Run 1, wire density map:
The bar under the picture is 50 um long. The die is cut into 29 by 29 equal tiles; dark blue is low, red is high, scaled to the fullest tile. Values are wire area over tile area, all layers added.
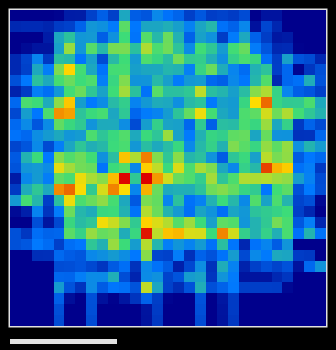
Run 1, clock wiring as the flow saved it:
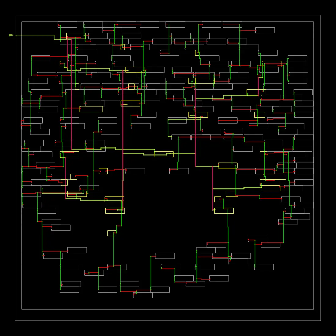
Run 1, I/O pins on the die edge:
The bar under the picture is 50 um long. Pins as bars across the die edge, other pins in grey.
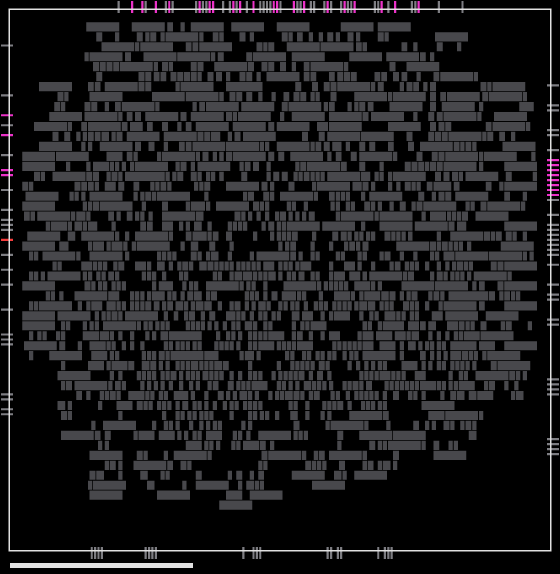
## src/rtl/div_restore_32.sv

```systemverilog
// div_restore_32: iterative restoring divider for the DIV instruction.
// One quotient bit per cycle. The quotient feeds LO and the remainder feeds
// HI via the ALU result mux. Completion is a one-cycle done pulse.
// Optional feature macro: SIGNED_DIV_EN (two's-complement division).
// When it is undefined, the divider is unsigned and no sign logic exists.
module div_restore_32 #(
    parameter int WIDTH = 32
) (
    input  logic             clock,
    input  logic             reset,
    input  logic             start,
    input  logic [WIDTH-1:0] dividend,
    input  logic [WIDTH-1:0] divisor,
    output logic             busy,
    output logic             done,
    output logic [WIDTH-1:0] quotient,
    output logic [WIDTH-1:0] remainder,
    output logic             div_by_zero
);

    localparam int CW = $clog2(WIDTH + 1);

    typedef enum logic [1:0] {
        IDLE,
        RUN,
        FIN
    } state_t;

    state_t           state_q;
    logic [CW-1:0]    count_q;
    logic [WIDTH-1:0] rem_q;
    logic [WIDTH-1:0] quo_q;
    logic [WIDTH-1:0] div_q;
    logic             dbzFlag_q;

    logic             busy_q;
    logic             done_q;
    logic [WIDTH-1:0] quotient_q;
    logic [WIDTH-1:0] remainder_q;
    logic             divByZero_q;

    logic [WIDTH:0]   shiftRem;
    logic [WIDTH:0]   trialDiff;
    logic [WIDTH-1:0] remNext_d;
    logic [WIDTH-1:0] quoNext_d;

    logic [WIDTH-1:0] dvdMag;
    logic [WIDTH-1:0] dvsMag;
    logic [WIDTH-1:0] quoFinal;
    logic [WIDTH-1:0] remFinal;

`ifdef SIGNED_DIV_EN
    logic qNeg_q;
    logic rNeg_q;

    // Operand magnitudes for the unsigned core; the most-negative value maps to itself, which is the correct unsigned magnitude.
    always_comb begin
        dvdMag = dividend[WIDTH-1] ? -dividend : dividend;
        dvsMag = divisor[WIDTH-1]  ? -divisor  : divisor;
    end

    // Apply the result signs in the final cycle; a zero divisor keeps its fixed results unsigned.
    always_comb begin
        quoFinal = quo_q;
        remFinal = rem_q;
        if (!dbzFlag_q) begin
            if (qNeg_q) quoFinal = -quo_q;
            if (rNeg_q) remFinal = -rem_q;
        end
    end
`else
    assign dvdMag   = dividend;
    assign dvsMag   = divisor;
    assign quoFinal = quo_q;
    assign remFinal = rem_q;
`endif

    // One restoring step. The partial remainder always stays below the divisor, so WIDTH bits
    // hold it between steps. Only the shifted value needs the extra bit, and the trial
    // subtract's top bit acts as the borrow.
    always_comb begin
        shiftRem  = {rem_q, quo_q[WIDTH-1]};
        trialDiff = shiftRem - {1'b0, div_q};
        if (trialDiff[WIDTH]) begin
            remNext_d = shiftRem[WIDTH-1:0];
            quoNext_d = {quo_q[WIDTH-2:0], 1'b0};
        end else begin
            remNext_d = trialDiff[WIDTH-1:0];
            quoNext_d = {quo_q[WIDTH-2:0], 1'b1};
        end
    end

    // Control FSM plus datapath registers; all outputs are registered.
    // In IDLE, start is not accepted while done is still high.
    always_ff @(posedge clock or posedge reset) begin
        if (reset) begin
            state_q     <= IDLE;
            count_q     <= '0;
            rem_q       <= '0;
            quo_q       <= '0;
            div_q       <= '0;
            dbzFlag_q   <= 1'b0;
            busy_q      <= 1'b0;
            done_q      <= 1'b0;
            quotient_q  <= '0;
            remainder_q <= '0;
            divByZero_q <= 1'b0;
`ifdef SIGNED_DIV_EN
            qNeg_q      <= 1'b0;
            rNeg_q      <= 1'b0;
`endif
        end else begin
            done_q <= 1'b0;
            case (state_q)
                IDLE: begin
                    if (start && !done_q) begin
                        busy_q <= 1'b1;
                        div_q  <= dvsMag;
`ifdef SIGNED_DIV_EN
                        qNeg_q <= dividend[WIDTH-1] ^ divisor[WIDTH-1];
                        rNeg_q <= dividend[WIDTH-1];
`endif
                        if (divisor == '0) begin
                            rem_q     <= dividend;
                            quo_q     <= '1;
                            dbzFlag_q <= 1'b1;
                            count_q   <= '0;
                            state_q   <= FIN;
                        end else begin
                            rem_q     <= '0;
                            quo_q     <= dvdMag;
                            dbzFlag_q <= 1'b0;
                            count_q   <= CW'(WIDTH);
                            state_q   <= RUN;
                        end
                    end
                end
                RUN: begin
                    rem_q   <= remNext_d;
                    quo_q   <= quoNext_d;
                    count_q <= count_q - CW'(1);
                    if (count_q == CW'(1)) begin
                        state_q <= FIN;
                    end
                end
                FIN: begin
                    quotient_q  <= quoFinal;
                    remainder_q <= remFinal;
                    divByZero_q <= dbzFlag_q;
                    done_q      <= 1'b1;
                    busy_q      <= 1'b0;
                    state_q     <= IDLE;
                end
                default: begin
                    state_q <= IDLE;
                end
            endcase
        end
    end

    assign busy        = busy_q;
    assign done        = done_q;
    assign quotient    = quotient_q;
    assign remainder   = remainder_q;
    assign div_by_zero = divByZero_q;

endmodule

```

## config.mk

```make
export PLATFORM = sky130hd
export DESIGN_NAME = div_restore_32
export DESIGN_NICKNAME = d
export VERILOG_FILES = /design/src/rtl/div_restore_32.sv
export SDC_FILE = /design/constraint.sdc
export NUM_CORES = 1
export LEC_CHECK = 0
export ABC_AREA = 1
export CAP_MARGIN = 15
export CORE_MARGIN = 3
export CORE_UTILIZATION = 52
export DETAILED_ROUTE_END_ITERATION = 10
export DONT_BUFFER_PORTS = 1
export GPL_ROUTABILITY_DRIVEN = 0
export MAX_ROUTING_LAYER = met4
export PLACE_DENSITY = 0.74
export SLEW_MARGIN = 20
export SYNTH_ARGS = -nofsm -noshare
export SYNTH_HDL_FRONTEND = slang
export SYNTH_SLANG_ARGS = --single-unit
```

## constraint.sdc

```tcl
create_clock -name clock -period 5.85 [get_ports clock]
set_clock_uncertainty 0.1 [all_clocks]
set_input_delay 0.585 -clock clock [delete_from_list [all_inputs] [get_ports clock]]
set_output_delay 0.585 -clock clock [all_outputs]
set_load 0.02 [all_outputs]
```

==> PnR_summary.wiki, run 1 <==
=== Physical design figures ===
{| class="wikitable"
! Metric !! Value
|-
| Fraction of the core area occupied by cells at floorplan || 53.2%
|-
| Core area || 0.0195 mm2
|-
| Async S/R FF share, synth || 100%
|-
| Setup tns final || 0 ps
|-
| Warning count from the yosys run || 0
|-
| Total congestion overflow || 0
|-
| Yosys cell count || 1512
|-
| Commonest cells in the synthesized netlist || 489 x sky130_fd_sc_hd__nand2_1, 279 x sky130_fd_sc_hd__inv_1, 187 x sky130_fd_sc_hd__o21ai_0
|-
| Post-layout minimum cycle time || 3080 ps
|-
| Die x size || 147 um
|-
| Place WS || 2660 ps
|-
| Met2 Resource Use GR || 41.5%
|-
| Post-detailed-route DRC marker count || 0
|-
| Post-CTS Hold Fix Bufs || 0
|-
| Post-CTS Setup Repair Bufs || 0
|-
| Upper clock frequency limit || 0.325 GHz
|-
| Post-route worst hold slack || 45.8 ps
|-
| Final Total Pwr || 6880 uW
|-
| # setup viols final || 0
|-
| Layout filler cell count || 1881
|-
| Met3 Usage GRT || 5.12%
|-
| Run status || finished, final reports clean
|-
| Well-Tap Cells || 265
|-
| Placed Instance Area || 0.0105 mm2
|-
| Yosys reg bits || 172
|-
| Total count of hold-check failures in the final report || 0
|-
| Clock tree root buffer cell || sky130_fd_sc_hd__clkbuf_16
|-
| Core utilization of the finished layout || 57.1%
|-
| M1 GR Usage || 31.8%
|-
| Global-route wire length before repair || 44300 um
|-
| Post-synthesis sequential area ratio || 41.4%
|-
| Pin count of the biggest net entering global routing || 125
|-
| Unrepaired setup endpoints after global routing || false
|-
| Switch Pwr || 3390 uW
|-
| Proportion of cell area occupied by registers || 38.6%
|-
| Share of final layout cell area taken by clock buffers and inverters || 5.42%
|-
| Biggest area consumer among synthesized cells || sky130_fd_sc_hd__dfrtp_1
|-
| Warning total across the stage logs || 30
|-
| Arr. time, crit path || 3300 ps
|-
| Library cell with the highest instance count after synthesis || sky130_fd_sc_hd__nand2_1
|-
| Part of the power in combinational logic || 57.7%
|-
| Final worst setup slack || 2770 ps
|-
| H-tree levels || 4
|-
| Critical Path Source || state_q[0]$_DFFE_PP0P_
|-
| Area added between synthesis and finish || 7.21%
|-
| Fraction of power spent switching nets || 49.3%
|-
| Number of nets at floorplan || 1614
|-
| Source of the worst register-to-register timing path || state_q[0]$_DFFE_PP0P_
|-
| Standard-cell row count || 51
|-
| Count of TritonRoute iterations in the first routing pass || 6
|-
| Vias per inst || 5.26
|-
| Largest class || logic gates
|-
| Top area cell types || sky130_fd_sc_hd__dfrtp_1 41%, sky130_fd_sc_hd__nand2_1 18%, sky130_fd_sc_hd__inv_1 10%
|-
| Sequential cell fraction of total power || 25.3%
|-
| Count of antenna-violating nets left after detailed routing || 0
|-
| CTS tree || done
|-
| Commonest Layout Cell || sky130_fd_sc_hd__nand2_1
|-
| VDD IR max || 365 uV
|-
| Count of buffers not belonging to the clock network in the layout || 7
|-
| Endpoint required time on the critical path || 6070 ps
|-
| Post-synthesis average cell area || 6.88 um2
|-
| Sort of element at the start of the critical path || flop
|-
| Number of enable flip-flop cells || 0
|-
| Path category of the worst min-delay check || input pin to async pin
|-
| Initial antenna violation count || 0
|-
| Post-detailed-placement half-perimeter wirelength || 19800 um
|}
Notes on 'wire density map' above:
20% of the tiles are over half the peak. The fullest tile reaches 0.67. The densest ninth of the die: centre.
average wire length per cell after detail routing: 15.3 um
Routed WL: 27000 um
via count: 9247
total track usage: 26.0%

Notes on 'clock wiring as the flow saved it' above:
clk latency late pin: 440 ps
clock network power: 1170 uW
number of buffers created by CTS: 17
clk sink count: 172
number of flip-flops and latches: 172

Notes on 'I/O pins on the die edge' above:
dividend: drawn in magenta, pins 32, direction input, edge 20 north, 8 east, 4 west. busy: drawn in red, pins 1, direction output, edge west.
port buffer count: 0
y dimension of the die: 147 um

run 1: critical path, cell delays in order (launching register included):
cell and delay, ps:
sky130_fd_sc_hd__dfrtp_1 430, sky130_fd_sc_hd__nor4_2 280, sky130_fd_sc_hd__buf_4 470, sky130_fd_sc_hd__nor2_1 200
sky130_fd_sc_hd__inv_2 730, sky130_fd_sc_hd__buf_4 500, sky130_fd_sc_hd__nand2_1 100, sky130_fd_sc_hd__inv_1 60
sky130_fd_sc_hd__a21oi_1 60
run 1: registers in the layout, indices dropped and copies added (netlist names), 2 cells and up:
register,cells
div_q,32
quoFinal,32
count_q,6
state_q,2
remainder,32
quotient,32
remFinal,32
run 1: power groups by stage:
stage | combinational, uW | sequential, uW | clock [uW]
3_3_place_gp | 3800 | 1750 | 0
5_1_grt | 4600 | 1760 | 1240
3_5_place_dp | 3920 | 1760 | 0
2_1_floorplan | 3200 | 1670 | 0
6_report | 3970 | 1740 | 1170
4_1_cts | 3950 | 1740 | 1190
run 1: path summary, 6_finish.rpt:
kind                                           end  depth (start not counted)
setup reg to reg           remFinal[7]$_DFFE_PP0P_                          8
setup / recovery           remFinal[7]$_DFFE_PP0P_                          8
max in group asynchronous    div_q[28]$_DFFE_PP0P_                          2
hold / removal             quotient[3]$_DFFE_PP0P_                          1
hold reg to reg               div_q[0]$_DFFE_PP0P_                          2
min in group clock           div_q[23]$_DFFE_PP0P_                          2
run 1: routing by layer:
layer	vias to the layer above	routed length, um
met2	328	12700
met1	4243	11100
met3	86	1770
met4	0	1390
met5	-	0
li1	4590	-
run 1: cells by family after synthesis:
kind of cell               synth area share, %
and+or+nand+nor                           27.7
xor gates and xnor gates                  1.35
AOI/OAI and AO/OA                         12.3
muxes                                   0.0963
DFF                                       41.4
buffers and inverters                     12.9
adders and majority gates                 4.28
--- run 2 (diff from run 1) ---
==> constraint.sdc (replaced) <==
create_clock -name clock -period 2.9 [get_ports clock]
set_clock_uncertainty 0.1 [all_clocks]
set_input_delay 0.29 -clock clock [delete_from_list [all_inputs] [get_ports clock]]
set_output_delay 0.29 -clock clock [all_outputs]
set_load 0.02 [all_outputs]
==> PnR_summary.wiki, run 2 <==
=== Physical design figures ===
{| class="wikitable"
! Metric !! Value
|-
| Run status || finished, final reports clean (unchanged)
|-
| Path category of the worst min-delay check || input pin to flop (was input pin to async pin)
|-
| Number of enable flip-flop cells || 0 (unchanged)
|-
| Hold Crit Endpoint || remFinal[1]$_DFFE_PP0P_
|-
| Post-CTS Hold Fix Bufs || 64 (was 0)
|-
| CTS tree || done (unchanged)
|-
| Top power group || combinational cells (unchanged)
|-
| Total track usage || 27.1% (was 26.0%)
|-
| Headroom to the max-slew limit || 45.7% (was 29.7%)
|-
| Final worst setup slack || 270 ps (was 2770 ps)
|-
| Capture instance of the worst register-to-register path || remFinal[19]$_DFFE_PP0P_ (was remFinal[7]$_DFFE_PP0P_)
|-
| Post-route worst hold slack || 1.50 ps (was 45.8 ps)
|-
| Warning count from the yosys run || 0 (unchanged)
|-
| Number of buffers created by CTS || 17 (unchanged)
|-
| Biggest area consumer among synthesized cells || sky130_fd_sc_hd__dfrtp_1 (unchanged)
|-
| Total count of hold-check failures in the final report || 0 (unchanged)
|-
| Initial antenna violation count || 0 (unchanged)
|-
| Routed WL || 28400 um (was 27000 um)
|-
| Final cycle utilization of the critical path || 90.7% (was 52.7%)
|-
| Post-route cell area || 0.0119 mm2 (was 0.0111 mm2)
|-
| Critical path capture point type || flop (unchanged)
|-
| Total congestion overflow || 0 (unchanged)
|-
| Commonest cells in the synthesized netlist || 489 x sky130_fd_sc_hd__nand2_1, 279 x sky130_fd_sc_hd__inv_1, 187 x sky130_fd_sc_hd__o21ai_0 (unchanged)
|-
| Clk sink count || 172 (unchanged)
|-
| Post-layout minimum cycle time || 2630 ps (was 3080 ps)
|-
| Yosys cell count || 1512 (unchanged)
|-
| Clock tree root buffer cell || sky130_fd_sc_hd__clkbuf_16 (unchanged)
|-
| Sequential-cell power consumption || 3480 uW (was 1740 uW)
|-
| Vias per inst || 5.20 (was 5.26)
|-
| Critical path capture point || remFinal[19]$_DFFE_PP0P_ (was remFinal[7]$_DFFE_PP0P_)
|-
| Fraction of power spent switching nets || 49.6% (was 49.3%)
|-
| # setup viols final || 0 (unchanged)
|-
| Standard-cell row count || 51 (unchanged)
|-
| H-tree levels || 4 (unchanged)
|-
| Async S/R FF share, synth || 100% (unchanged)
|-
| Commonest Layout Cell || sky130_fd_sc_hd__nand2_1 (unchanged)
|-
| VDD IR max || 637 uV (was 365 uV)
|-
| Upper clock frequency limit || 0.380 GHz (was 0.325 GHz)
|-
| Count of TritonRoute iterations in the first routing pass || 5 (was 6)
|-
| Power per cell area || 1190 mW/mm2 (was 618 mW/mm2)
|-
| Top area cell types || sky130_fd_sc_hd__dfrtp_1 41%, sky130_fd_sc_hd__nand2_1 18%, sky130_fd_sc_hd__inv_1 10% (unchanged)
|-
| Fraction of the core area occupied by cells at floorplan || 53.2% (unchanged)
|-
| Post-synthesis average cell area || 6.88 um2 (unchanged)
|-
| Final Total Pwr || 14200 uW (was 6880 uW)
|-
| Part of the power in combinational logic || 58.7% (was 57.7%)
|-
| Number of nets at floorplan || 1614 (unchanged)
|-
| Arr. time, crit path || 2890 ps (was 3300 ps)
|-
| Cell depth of the worst min-delay path || 4
|-
| Tally of unique sky130hd cells used after synthesis || 36 (unchanged)
|-
| Port buffer count || 0 (unchanged)
|-
| Yosys reg bits || 172 (unchanged)
|-
| Global-route wire length before repair || 46000 um (was 44300 um)
|-
| Post-detailed-route DRC marker count || 0 (unchanged)
|-
| Clk latency late pin || 440 ps (about the same)
|-
| Core area || 0.0195 mm2 (unchanged)
|-
| Post-CTS Setup Repair Bufs || 0 (unchanged)
|-
| Core utilization of the finished layout || 61.1% (was 57.1%)
|-
| Place WS || 338 ps (was 2660 ps)
|-
| Library cell with the highest instance count after synthesis || sky130_fd_sc_hd__nand2_1 (unchanged)
|-
| Area added between synthesis and finish || 14.7% (was 7.21%)
|-
| Warning total across the stage logs || 27 (was 30)
|-
| Average wire length per cell after detail routing || 15.5 um (was 15.3 um)
|-
| R2R Setup Slk || 270 ps (was 2770 ps)
|-
| Power of the combinational group || 8350 uW (was 3970 uW)
|-
| Via count || 9534 (was 9247)
|-
| Critical Path Source || remFinal[11]$_DFFE_PP0P_ (was state_q[0]$_DFFE_PP0P_)
|-
| Die area || 0.0217 mm2 (unchanged)
|-
| Sort of element at the start of the critical path || flop (unchanged)
|-
| Worst-path clk slew || 80 ps (was 70 ps)
|-
| Number of max-slew violations in the final report || 0 (unchanged)
|-
| Predominant post-synthesis flop cell || sky130_fd_sc_hd__dfrtp_1 (unchanged)
|-
| Pin count of the biggest net entering global routing || 64 (was 125)
|-
| Actual transition at the worst max-transition pin || 812 ps (was 1050 ps)
|-
| Placed Instance Area || 0.0107 mm2 (was 0.0105 mm2)
|-
| Diode count || 0 (unchanged)
|-
| Setup tns final || 0 ps (unchanged)
|-
| Source of the worst register-to-register timing path || remFinal[11]$_DFFE_PP0P_ (was state_q[0]$_DFFE_PP0P_)
|-
| Logic depth of the worst register-to-register path || 13 (was 8)
|-
| Category of the most critical setup path || flop to flop (unchanged)
|-
| Count of antenna-violating nets left after detailed routing || 0 (unchanged)
|-
| Post-synthesis sequential area ratio || 41.4% (unchanged)
|-
| Endpoint required time on the critical path || 3160 ps (was 6070 ps)
|-
| Switch Pwr || 7050 uW (was 3390 uW)
|-
| Sequential cell fraction of total power || 24.5% (was 25.3%)
|-
| Post-detailed-placement half-perimeter wirelength || 21200 um (was 19800 um)
|-
| Placed Instances || 1737 (was 1726)
|-
| Unrepaired setup endpoints after global routing || false (unchanged)
|}
[run 2: cell counts after synthesis]
Identical to the previous run, type by type.
[run 2: worst max-delay path: stages, from the launching register on]
cell	delay (ps)
sky130_fd_sc_hd__dfrtp_1	430
sky130_fd_sc_hd__ha_1	380
sky130_fd_sc_hd__nand2_1	120
sky130_fd_sc_hd__nor2_1	190
sky130_fd_sc_hd__inv_1	90
sky130_fd_sc_hd__nor3_1	440
sky130_fd_sc_hd__nand3_1	220
sky130_fd_sc_hd__nand3_1	120
sky130_fd_sc_hd__nand2_1	50
sky130_fd_sc_hd__nand2_1	80
sky130_fd_sc_hd__inv_1	40
sky130_fd_sc_hd__nand2_1	50
sky130_fd_sc_hd__nand3_1	80
sky130_fd_sc_hd__a21oi_1	160
[run 2: area by class of cell]
cell class / count / area (um2)
Fill cell: 1814 / 7600
Timing Repair Buffer: 81 / 843
Sequential cell: 172 / 4300
Multi-Input combinational cell: 1000 / 4760
Tap cell: 265 / 332
Clock buffer: 18 / 439
Clock inverter: 14 / 174
Inverter: 283 / 1070
[run 2: metal layers]
layer	GRT usage [%]	share of wire, %	vias to the layer above
met5	-	0	-
met4	12.3	4.1	0
met3	4.66	6.0	70
met2	42.9	47	343
met1	34.4	43	4372
li1	-	-	4749
[run 2: logic make-up (layout without fill, tap and decap cells)]
kind of cell | Yosys count | count (layout) | share of synthesized area (%)
flops | 172 | 172 | 41.4
simple gates | 700 | 700 | 27.7
xor+xnor | 16 | 16 | 1.35
mux | 1 | 1 | 0.0963
fa+ha+maj | 35 | 35 | 4.28
compound gates | 248 | 248 | 12.3
buf+inv | 340 | 396 | 12.9
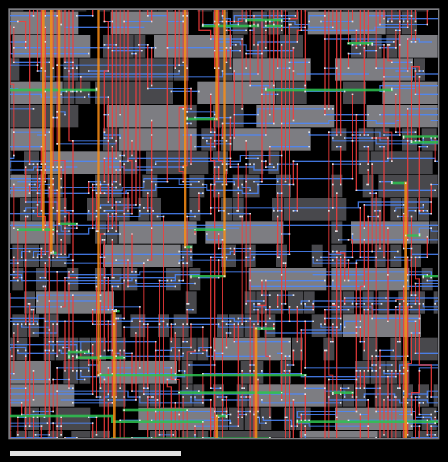
Run 2: a small window of the routed layout
The bar under the picture is 20 um long. Window x 49 to 99, y 78 to 128 um. Cells in grey, sequential cells in the stronger grey; small squares are vias.
met4: drawn in orange. met2: drawn in red. met3: drawn in green. met1: drawn in blue.
Sequential cells in the window: 34. 212 logic cells have their middle in the window. Netlist names of flops here include remFinal (11), quoFinal (10), remainder (8). Most frequent: nand2_1 (47), inv_1 (36), dfrtp_1 (34).

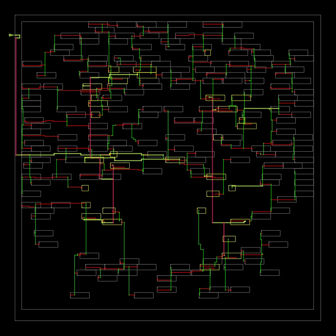
Run 2: clock wiring as the flow saved it
clock buffer count in the final layout: 18
clock network power: 2390 uW

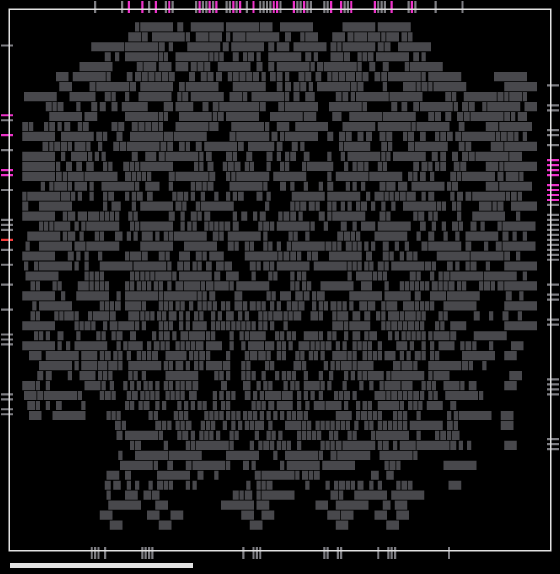
Run 2: I/O pins on the die edge
The bar under the picture is 50 um long. Pins as bars across the die edge, other pins in grey.
dividend: drawn in magenta, pins 32, direction input, edge 20 north, 8 east, 4 west. busy: drawn in red, pins 1, direction output, edge west.
die x size: 147 um

Power and IR drop assume default switching activity.
